Fig. 1: wiring by layer
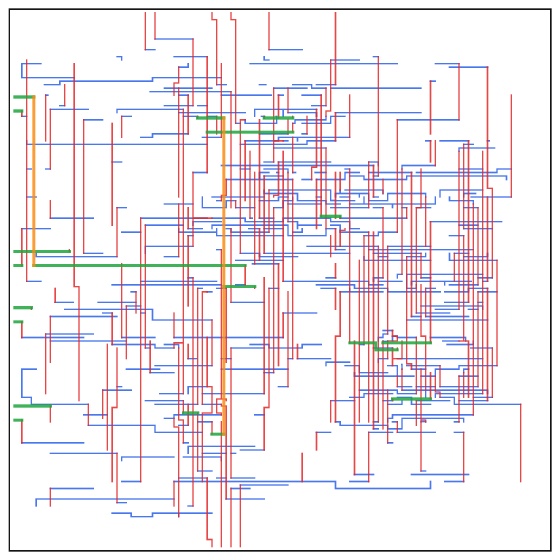
Fig. 2: placed cells, one color a class
Bar = 20 µm.
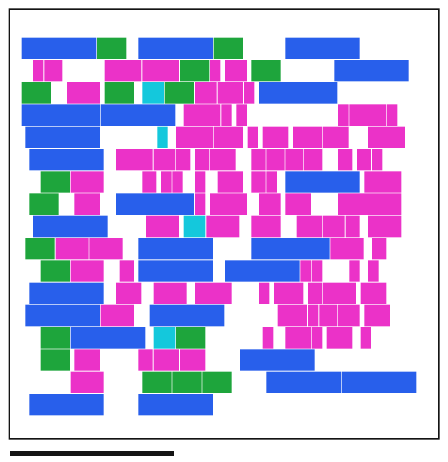
Fig. 3: supply network
Bar = 20 µm. Pins as bars on the die edge. Tap cells in gray.
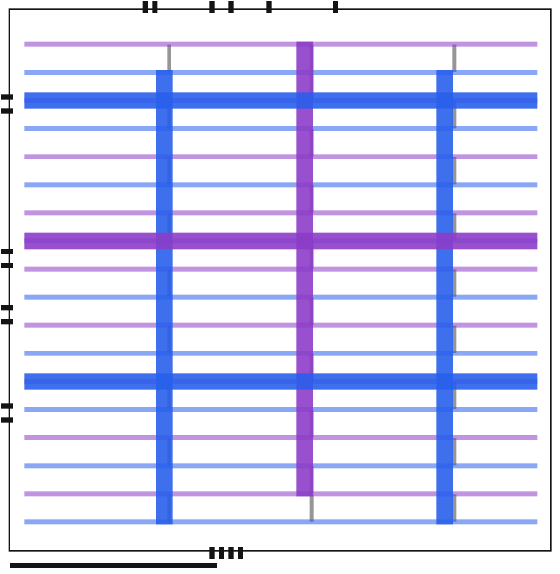
Fig. 4: clock wires, drivers and flops
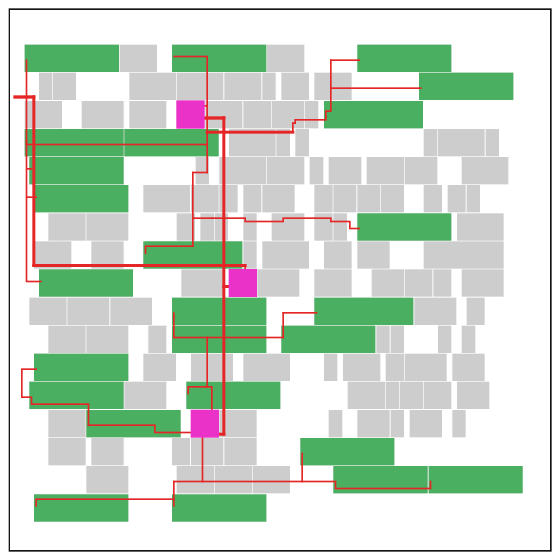
## config.mk

```make
export PLATFORM = sky130hd
export DESIGN_NAME = mux_sel_ctrl
export DESIGN_NICKNAME = d
export VERILOG_FILES = /design/src/rtl/mux_sel_ctrl_pkg.sv /design/src/rtl/mux_sel_timer.sv /design/src/rtl/mux_sel_ctrl.sv
export SDC_FILE = /design/constraint.sdc
export NUM_CORES = 1
export LEC_CHECK = 0
export ABC_CLOCK_PERIOD_IN_PS = 3000
export CORE_UTILIZATION = 53
export DETAILED_ROUTE_END_ITERATION = 16
export GPL_TIMING_DRIVEN = 0
export PLACE_DENSITY = 0.77
export REMOVE_ABC_BUFFERS = 1
export SYNTH_ARGS = -nofsm -noshare
export SYNTH_HDL_FRONTEND = slang
export SYNTH_SLANG_ARGS = --single-unit
```

## constraint.sdc

```tcl
create_clock -name clk -period 3 [get_ports clk]
set_clock_uncertainty 0.1 [all_clocks]
set_input_delay 0.45 -clock clk [delete_from_list [all_inputs] [get_ports clk]]
set_output_delay 0.45 -clock clk [all_outputs]
set_load 0.05 [all_outputs]
```

## src/rtl/mux_sel_ctrl_pkg.sv

```systemverilog
// Shared types and widths for the project-mux select controller.
package mux_sel_ctrl_pkg;
  localparam int ADDR_W = 5;
  localparam int CNT_W  = 8;

  typedef enum logic [1:0] {
    IDLE    = 2'd0,
    DRAIN   = 2'd1,
    SWITCH  = 2'd2,
    RELEASE = 2'd3
  } state_e;

  // Request captured at acceptance; change=0 means re-reset only.
  typedef struct packed {
    logic [ADDR_W-1:0] addr;
    logic              change;
  } sel_req_t;
endpackage

```

## src/rtl/mux_sel_timer.sv

```systemverilog
// Loadable down-counter shared by all phases; done marks the last cycle of a phase.
module mux_sel_timer
  import mux_sel_ctrl_pkg::*;
#(
  parameter int unsigned RST_VAL = 1
) (
  input  logic             clk,
  input  logic             rst,
  input  logic             load,
  input  logic [CNT_W-1:0] load_val,
  output logic             done
);
  logic [CNT_W-1:0] cnt;

  // Saturates at zero so an idle controller never wraps the count.
  always_ff @(posedge clk or posedge rst) begin
    if (rst)               cnt <= CNT_W'(RST_VAL);
    else if (load)         cnt <= load_val;
    else if (cnt != '0)    cnt <= cnt - 1'b1;
  end

  assign done = (cnt == CNT_W'(1));
endmodule

```

## src/rtl/mux_sel_ctrl.sv

```systemverilog
// Sequences a project-mux address change: hold reset + isolate, switch, then release reset.
module mux_sel_ctrl
  import mux_sel_ctrl_pkg::*;
#(
  parameter int unsigned DEFAULT_ADDR = 0,
  parameter int unsigned PRE_CYCLES   = 4,
  parameter int unsigned GUARD_CYCLES = 2,
  parameter int unsigned POST_CYCLES  = 8
) (
  input  logic              clk,
  input  logic              rst,
  input  logic              sel_valid,
  input  logic [ADDR_W-1:0] sel_addr,
  output logic              sel_ready,
  input  logic              ext_rst_n,
  output logic [ADDR_W-1:0] addr,
  output logic              proj_rst_n,
  output logic              iso,
  output logic              busy
);
  localparam logic [ADDR_W-1:0] DEF_A  = ADDR_W'(DEFAULT_ADDR);
  localparam logic [CNT_W-1:0]  PRE_C  = CNT_W'(PRE_CYCLES);
  localparam logic [CNT_W-1:0]  GRD_C  = CNT_W'(GUARD_CYCLES);
  localparam logic [CNT_W-1:0]  POST_C = CNT_W'(POST_CYCLES);

  state_e           state, state_nxt;
  sel_req_t         req_q;
  logic             accept;
  logic             tmr_load, tmr_done;
  logic [CNT_W-1:0] tmr_val;

  assign accept = sel_valid && (state == IDLE);

  mux_sel_timer #(.RST_VAL(POST_CYCLES)) u_timer (
    .clk      (clk),
    .rst      (rst),
    .load     (tmr_load),
    .load_val (tmr_val),
    .done     (tmr_done)
  );

  always_comb begin
    state_nxt = state;
    tmr_load  = 1'b0;
    tmr_val   = POST_C;
    case (state)
      IDLE: if (sel_valid) begin
        state_nxt = DRAIN;
        tmr_load  = 1'b1;
        tmr_val   = PRE_C;
      end
      DRAIN: if (tmr_done) begin
        tmr_load = 1'b1;
        if (req_q.change) begin
          state_nxt = SWITCH;
          tmr_val   = GRD_C;
        end else begin
          state_nxt = RELEASE;
          tmr_val   = POST_C;
        end
      end
      SWITCH: if (tmr_done) begin
        state_nxt = RELEASE;
        tmr_load  = 1'b1;
        tmr_val   = POST_C;
      end
      RELEASE: if (tmr_done) state_nxt = IDLE;
      default: state_nxt = RELEASE;
    endcase
  end

  // Outputs are flopped from the next state so they line up with the state they describe.
  always_ff @(posedge clk or posedge rst) begin
    if (rst) begin
      state      <= RELEASE;
      req_q      <= '{addr: DEF_A, change: 1'b0};
      addr       <= DEF_A;
      proj_rst_n <= 1'b0;
      iso        <= 1'b0;
      busy       <= 1'b1;
      sel_ready  <= 1'b0;
    end else begin
      state <= state_nxt;
      if (accept) req_q <= '{addr: sel_addr, change: (sel_addr != addr)};
      if (state == DRAIN && state_nxt == SWITCH) addr <= req_q.addr;
      proj_rst_n <= (state_nxt == IDLE) && ext_rst_n;
      iso        <= (state_nxt == DRAIN) || (state_nxt == SWITCH);
      busy       <= (state_nxt != IDLE);
      sel_ready  <= (state_nxt == IDLE);
    end
  end
endmodule

```

==> run summary <==
yosys + openroad results -> sequential share of the synthesized area=0.4706, CP cell instances=nor4_4 > nand4_1 > a211o_1 > a22oi_1 > ha_1 > nand2_1 > mux2_2, M1 GR Usage=0.2505, logic area=671.9 µm², top cells, area=dfrtp_1 (39%), ha_1 (9.3%), mux2_2 (9.2%), dfstp_2 (7.8%), xnor2_1 (3.9%), multi-input gate share of total cell area=0.4286, wire length on met1=around 1200 µm, GR peak layer=met2, Post-synth top cells=dfrtp_1 (21), mux2_2 (11), ha_1 (10), inv_1 (9), nor2_1 (9), Layout Cells excl Fill=around 170, Simple Share, Synth=0.1195, Yosys Warn Count=0, Worst Setup Path Type=register to register, status=complete, no violations, Top cell excl fill/tap=dfrtp_1, Main power group=combinational cells, Adder Share, Synth=0.09337, Antenna Violating Nets Remaining=0, Most flops, register=u_timer.cnt, post-CTS setup buffer count=0, count leader, synth=dfrtp_1, H-tree level count=1, Pre-Place Util=0.5833, Pins Over Slew Limit=0, Cells after Synth=about 120, Min-Delay Path Depth=1, area post-placement=around 1500 µm², Gate power share=0.558, final hold violations=0, vias per cell=~5.6, post_cts resized=0, ao+oa area frac=0.1139, CTS root buf=clkbuf_4, RD Place Congestion=0.8400, maxcap violations=0, Internal Pwr Total=0.0009737 W, Critical Path Start Type=register, setup_tns=0 ps, Inserted Clock Buffers=3, switching share of power=0.4506, synthesized area=about 1300 µm², CTS Buffer Depth=2, WL met2=approximately 1300 µm, fraction of registers with async set/reset=1.000, clock network area share=0.01676, yosys stat area=around 1300 µm², top comb family, area=multiplexers, Final Util=0.6825, Reg power frac=0.356, clock sinks=25, P_leak=a little under 0.7 nW, total tool warning count=32, WP buf/inv=0, required time worst endpoint=about 3100 ps, setup slack after layout=approximately 320 ps, ys flop type=dfrtp_1, # Taps=28, clock buf count=4, max reg flops=8, DP Cell Count=approximately 160, synthesized area per cell=about 11 µm², worst setup path end=addr[4], Total Power=0.001772 W, reg2reg end=addr[4], worst hold-check path type=register to register, port buffer count=17, crit end category=register, Top Layout Cells=dfrtp_1 (21), clkdlybuf4s50_1 (17), mux2_2 (11), initial antenna violation count=0, Max-area cell share=0.3922
## Picture notes: Fig. 1
Blue shows met1, wire length 1,150 µm. Green shows met3, wire length 69.9 µm. Red shows met2, wire length 1,320 µm. Orange shows met4, wire length 46.9 µm.
via count: 932
routed len/inst: 15.73 µm
gr usage total: 0.2198
Post-Route WL: 2595 µm

## Picture notes: Fig. 2
Green shows other buffers and delay cells, cells 17, share of their area 11%. Blue shows flip-flops, cells 25, share of their area 41%. Cyan shows clock drivers and dummy loads, cells 4, share of their area 1.7%. Magenta shows all other logic, cells 91, share of their area 46%.
core area: 2297 µm²
num rows: 17

## Picture notes: Fig. 3
Purple shows VDD. Blue shows VSS.
18 signal pins sit on the boundary. 18 met1 rails follow the rows. 3 straps on met4.
Peak VDD IR: 0.8775 mV
chip width: 52.28 µm

## Picture notes: Fig. 4
Magenta shows cells driving clock nets, count 3. Green shows flip-flops, count 25. Red shows clock wires, length 309 µm.
There are 4 routed clock nets.
Clk Latency, worst-skew pair: 320 ps
Clock power frac: 0.087
Clock net power: 0.000153 W

Power and IR drop assume default switching activity.
